**Run 1: where the registers sit**

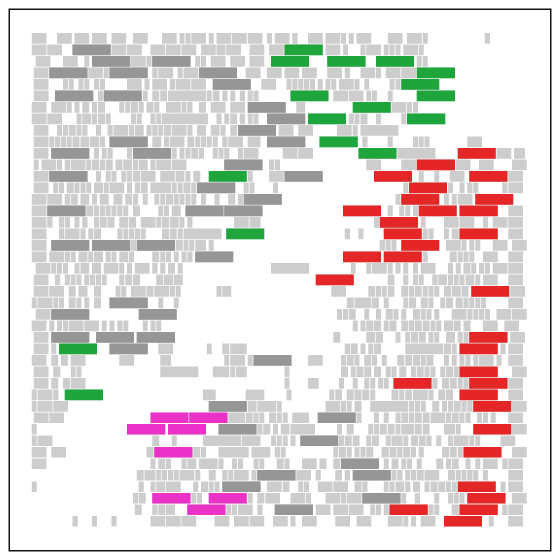
**Run 1: signal wires on met2**

Bar = 50 um.
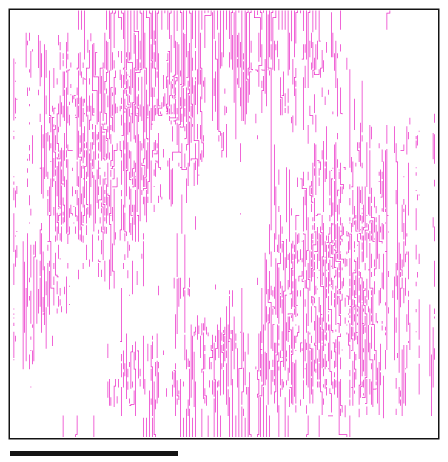
**Run 1: routed metal, one color a layer**

Two of the layers only.
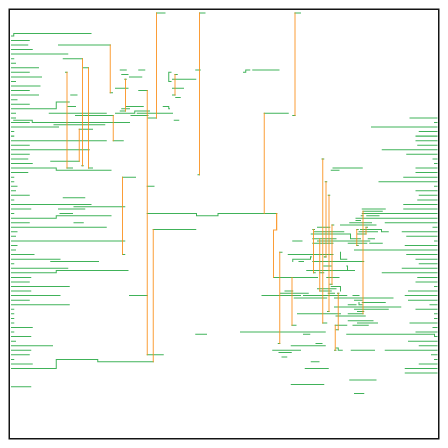
==> config.mk <==
export PLATFORM = sky130hd
export DESIGN_NAME = bp_mc_mmio_responder
export DESIGN_NICKNAME = d
export VERILOG_FILES = /design/src/rtl/bp_mc_mmio_responder.sv
export SDC_FILE = /design/constraint.sdc
export NUM_CORES = 1
export LEC_CHECK = 0
export ABC_AREA = 1
export CORE_MARGIN = 5
export CORE_UTILIZATION = 46
export DETAILED_ROUTE_END_ITERATION = 8
export GPL_ROUTABILITY_DRIVEN = 0
export PLACE_DENSITY = 0.95
export SYNTH_ARGS = -nofsm -noshare
export SYNTH_HDL_FRONTEND = slang
export SYNTH_SLANG_ARGS = --single-unit
==> constraint.sdc <==
create_clock -name clk_i -period 6.1 [get_ports clk_i]
set_clock_uncertainty 0.2 [all_clocks]
set_input_delay 0.915 -clock clk_i [delete_from_list [all_inputs] [get_ports clk_i]]
set_output_delay 0.915 -clock clk_i [all_outputs]
set_load 0.05 [all_outputs]
==> impl_metrics.ini, run 1 <==
; physical design summary
[yosys]
dominantRegCellSynth = dfrtp_1
ys_sh_mux = 0
ys_sh_aoi = 0.08103
adder_share = 0.01295
synthSimpleGateAreaFrac = 0.3584
logic_family = simple AND/OR/NAND/NOR gates
synth.top_cell.area_share = 0.4042
yosys_area_sq_um = 6377
synth-xor-area-share = 0
yosysTopAreaCell = dfrtp_1
synth_cell_type_count = 31
synth_flops = 103
avgSynthCellArea_sq_um = 6.872
synthArstFlopShare = 1.000

[floorplan]
core_area_sq_um = 13720
fp.dieW_um = 127.7
initCoreUtil = 0.4648
die-height_um = 127.7
io_pins = 290
taps = 180

[clock_tree]
htree_levels = 3
cts.path.max_buffers = 2
cts_root_buffer = clkbuf_16
cts_resized = 0
cts_sinks = 103
cts_tree = done
cts_hold_buffers = 0
cts_setup_buffers = 0

[finish]
largestClassByArea = multi-input combinational cells
comb_cells = 676
sh_comb_area = 0.3456
nClkBuffers = 10
stdcell_count = 1275
logic_area_sq_um = 2975
utilization = 0.6275
lay_top_cells = 375 x nand2_1, 221 x clkdlybuf4s50_1, 103 x dfrtp_1, 100 x nand3_1, 71 x inv_1
nonClockBufferCount = 225
design_area_sq_um = 8608
regArea_sq_um = 2577

[setup_path]
critPathMaxStageDelay_ns = 0.56
crit_fanout = 49
critPathKind = in2reg
crit_family = buffers and inverters
cp_common_cell = nand2_1
crit_path_top_delay_cell = inv_2
cp.depth = 16
reg2reg_depth = 12
end_kind = flop
worstPathRequired_ns = 6.17

[power_and_ir_drop]
total_power_mw = 4.596
peakVddDrop_mv = 0.2650
intPower_mw = 2.147
power.density_nw_per_um2 = 533.9
p_sw_frac = 0.5329
seq_power_share = 0.256
p_comb_frac = 0.614

[placement]
numPortBuffers = 222
dp.cells = 1259
placed_area_sq_um = 8302

[final_timing]
finalHoldViolations = 0
maxSlewHeadroom = 0.2562
fin_crit_ns = 3.925
finalSetupViolations = 0
rsz0062_at_grt = no

[route]
top_layer_used = met4
via_per_inst = 5.217
dr.first_iter.drc_count = 826
wl_met2_um = 9674
wl_met1_um = 7686
ant_nets = 0

[hold_path]
hold_path_class = reg2reg

[run]
openroad.warnings = 73
cap_violations = 0

[global_route]
grt_pass1_wl_um = 31900
met3_usage = 0.05583
grt_max_degree = 65
first_global_vias = 6351

[run_status]
status = finished, final reports clean
## Picture notes: 'where the registers sit'
color	signal	flops
red	`returning_data_o`	32
magenta	`err_cnt_o`	8
green	`io_cmd_addr_o`	17
not colored	46
Flop+latch power: 1.17 mW
Seq area share: 0.2994

## Picture notes: 'signal wires on met2'
wire length on this layer	9,670 um
longest straight run	59.8 um
nets with wire on the layer	956
share of all routed wire	48%
GRT met2 Usage: 0.4005
drt total wl: 19,990 um
vias post-DR: 6,652

## Picture notes: 'routed metal, one color a layer'
color	layer	wire length
green	metal 3	1,950 um
orange	metal 4	688 um
wire per inst: 15.68 um
GRT Resource Usage Total: 0.2408

**Run 1: cell placement**

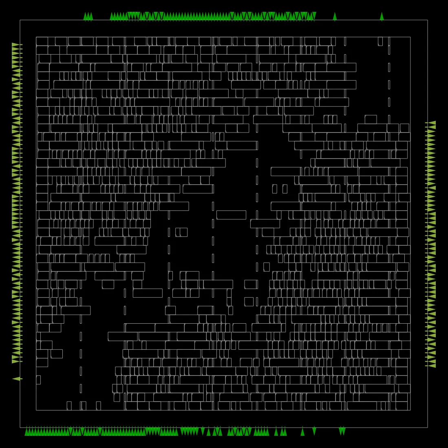

==> inputs of run 2 (changes only) <==
- CORE_UTILIZATION: 46 -> 38
- PLACE_DENSITY: 0.95 -> 0.87
- clock period: 6.1 -> 3.31 ns (I/O delays scaled with it)
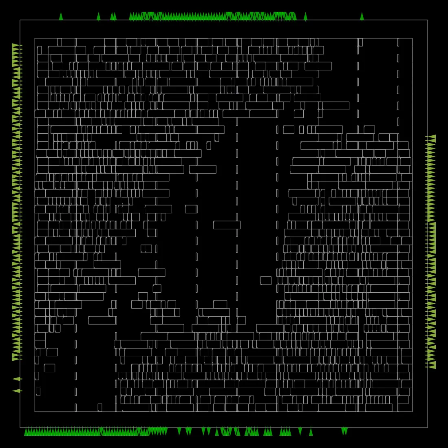
**Above:** run 2 (cell placement).
fillers: 1,581
Rows: 47
non-filler cells, final: 1,328
final core area utilization: 0.5308

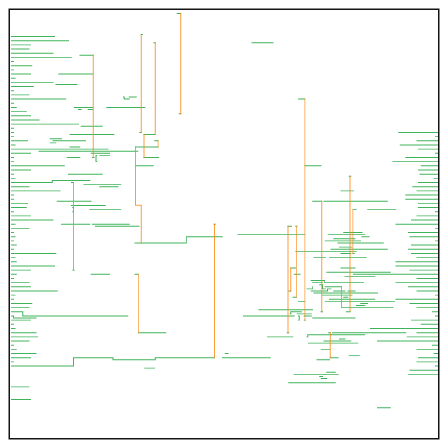
**Above:** run 2 (routed metal, one color a layer).
Two of the layers only.
color	layer	wire length
orange	metal 4	508 um
green	metal 3	1,960 um
vias post-DR: 6,610
drt total wl: 19,690 um

==> impl_metrics.ini, run 2 <==
; physical design summary
[floorplan]
initCoreUtil = 0.3859
taps = 220
dieArea_sq_um = 19470
die-height_um = 139.5
core_area_sq_um = 16520
io_pins = 290
fp.dieW_um = 139.5

[clock_tree]
cts_hold_buffers = 0
htree_levels = 3
cts.path.max_buffers = 2
cts_tree = done
cts_sinks = 103
cts_setup_buffers = 0
cts_root_buffer = clkbuf_16
cts_resized = 0
numCtsBuffers = 9

[final_timing]
tns_ns = 0
fmax_mhz = 345.8
holdWs_ns = 0.04929
setup_ws_ns = 0.4178
finalHoldViolations = 0
finalSetupViolations = 0
maxSlewHeadroom = 0.4254
rsz0062_at_grt = no
fin_crit_ns = 2.892

[setup_path]
crit_fanout = 7
worstPathCellList = clkdlybuf4s50_1 -> inv_1 -> o21ai_0 -> inv_1 -> nand2_4 -> nand2_4 -> fa_1 -> inv_1 -> ha_1 -> nand2_1 -> nor2_1 -> nand3_1 -> o21ai_0
critPathKind = in2reg
worstPathRequired_ns = 3.38
critPathMaxStageDelay_ns = 0.48
rrSetupSlack_ns = 0.52
arrival_ns = 2.96
reg2reg_depth = 12
crit_family = buffers and inverters
end_kind = flop
startpoint_type = primary input
cp.depth = 13
cp_common_cell = inv_1
crit_path_top_delay_cell = clkdlybuf4s50_1

[placement]
placed_area_sq_um = 8459
pre_cts_ws_ns = -0.02660
numPortBuffers = 222
dp.cells = 1312
hpwl_um = 14550

[route]
wl_per_cell_um = 14.83
dr.first_iter.drc_count = 579
firstDrtPassIters = 5
wl_met1_um = 7734
via_per_inst = 4.977
ant_nets = 0
top_layer_used = met4
drc = 0
wl_met2_um = 9487

[yosys]
ys_sh_mux = 0
synth-edff-count = 0
synthesis.area_sq_um = 6377
yosys_area_sq_um = 6377
synth_seq_share = 0.4042
ys_cells = 928
synth.top_cell.area_share = 0.4042
avgSynthCellArea_sq_um = 6.872
dominantRegCellSynth = dfrtp_1
synth-xor-area-share = 0
common_cells = 375 x nand2_1, 103 x dfrtp_1, 100 x nand3_1, 71 x inv_1, 62 x buf_4
synthArstFlopShare = 1.000
adder_share = 0.01295
ys_warn_count = 0
logic_family = simple AND/OR/NAND/NOR gates
ys_sh_aoi = 0.08103
synthSimpleGateAreaFrac = 0.3584
synth_cell_type_count = 31
yosysTopAreaCell = dfrtp_1
synth_flops = 103

[global_route]
grt_remaining_overflow = 0
grt_pass1_wl_um = 31560
track_usage = 0.1958
gr-usage-met2 = 0.3298
grt_max_degree = 66
met3_usage = 0.04803
busiest_layer = met2
first_global_vias = 6392

[finish]
final_nets = 1248
lay_top_cells = 375 x nand2_1, 220 x clkdlybuf4s50_1, 103 x dfrtp_1, 100 x nand3_1, 71 x inv_1
layout.cells.most_common = nand2_1
design_area_sq_um = 8771
design.seq.count = 103
nClkBuffers = 9
buf_share = 0.2679
n_antenna_cell = 0
nonClockBufferCount = 238
sh_comb_area = 0.3392
seq_share = 0.2939
regArea_sq_um = 2577
drive_gt1_frac = 0.05235
syn2layout_area_growth_pct = 37.53
comb_cells = 676
largestClassByArea = multi-input combinational cells
logic_area_sq_um = 2975

[power_and_ir_drop]
powerSeq_mw = 2.10
p_sw_mw = 4.527
intPower_mw = 4.004
peakVddDrop_mv = 0.5600
p_comb_frac = 0.620
total_power_mw = 8.531
p_leak_nw = 4.449
seq_power_share = 0.246
p_sw_frac = 0.5307
power.density_nw_per_um2 = 972.6
pwr-share-clk = 0.134

[hold_path]
hold_path_class = in2async

[run]
openroad.warnings = 73
cap_violations = 0

[run_status]
status = finished, final reports clean
No activity file was given, so power comes from the tool's default toggle rates.
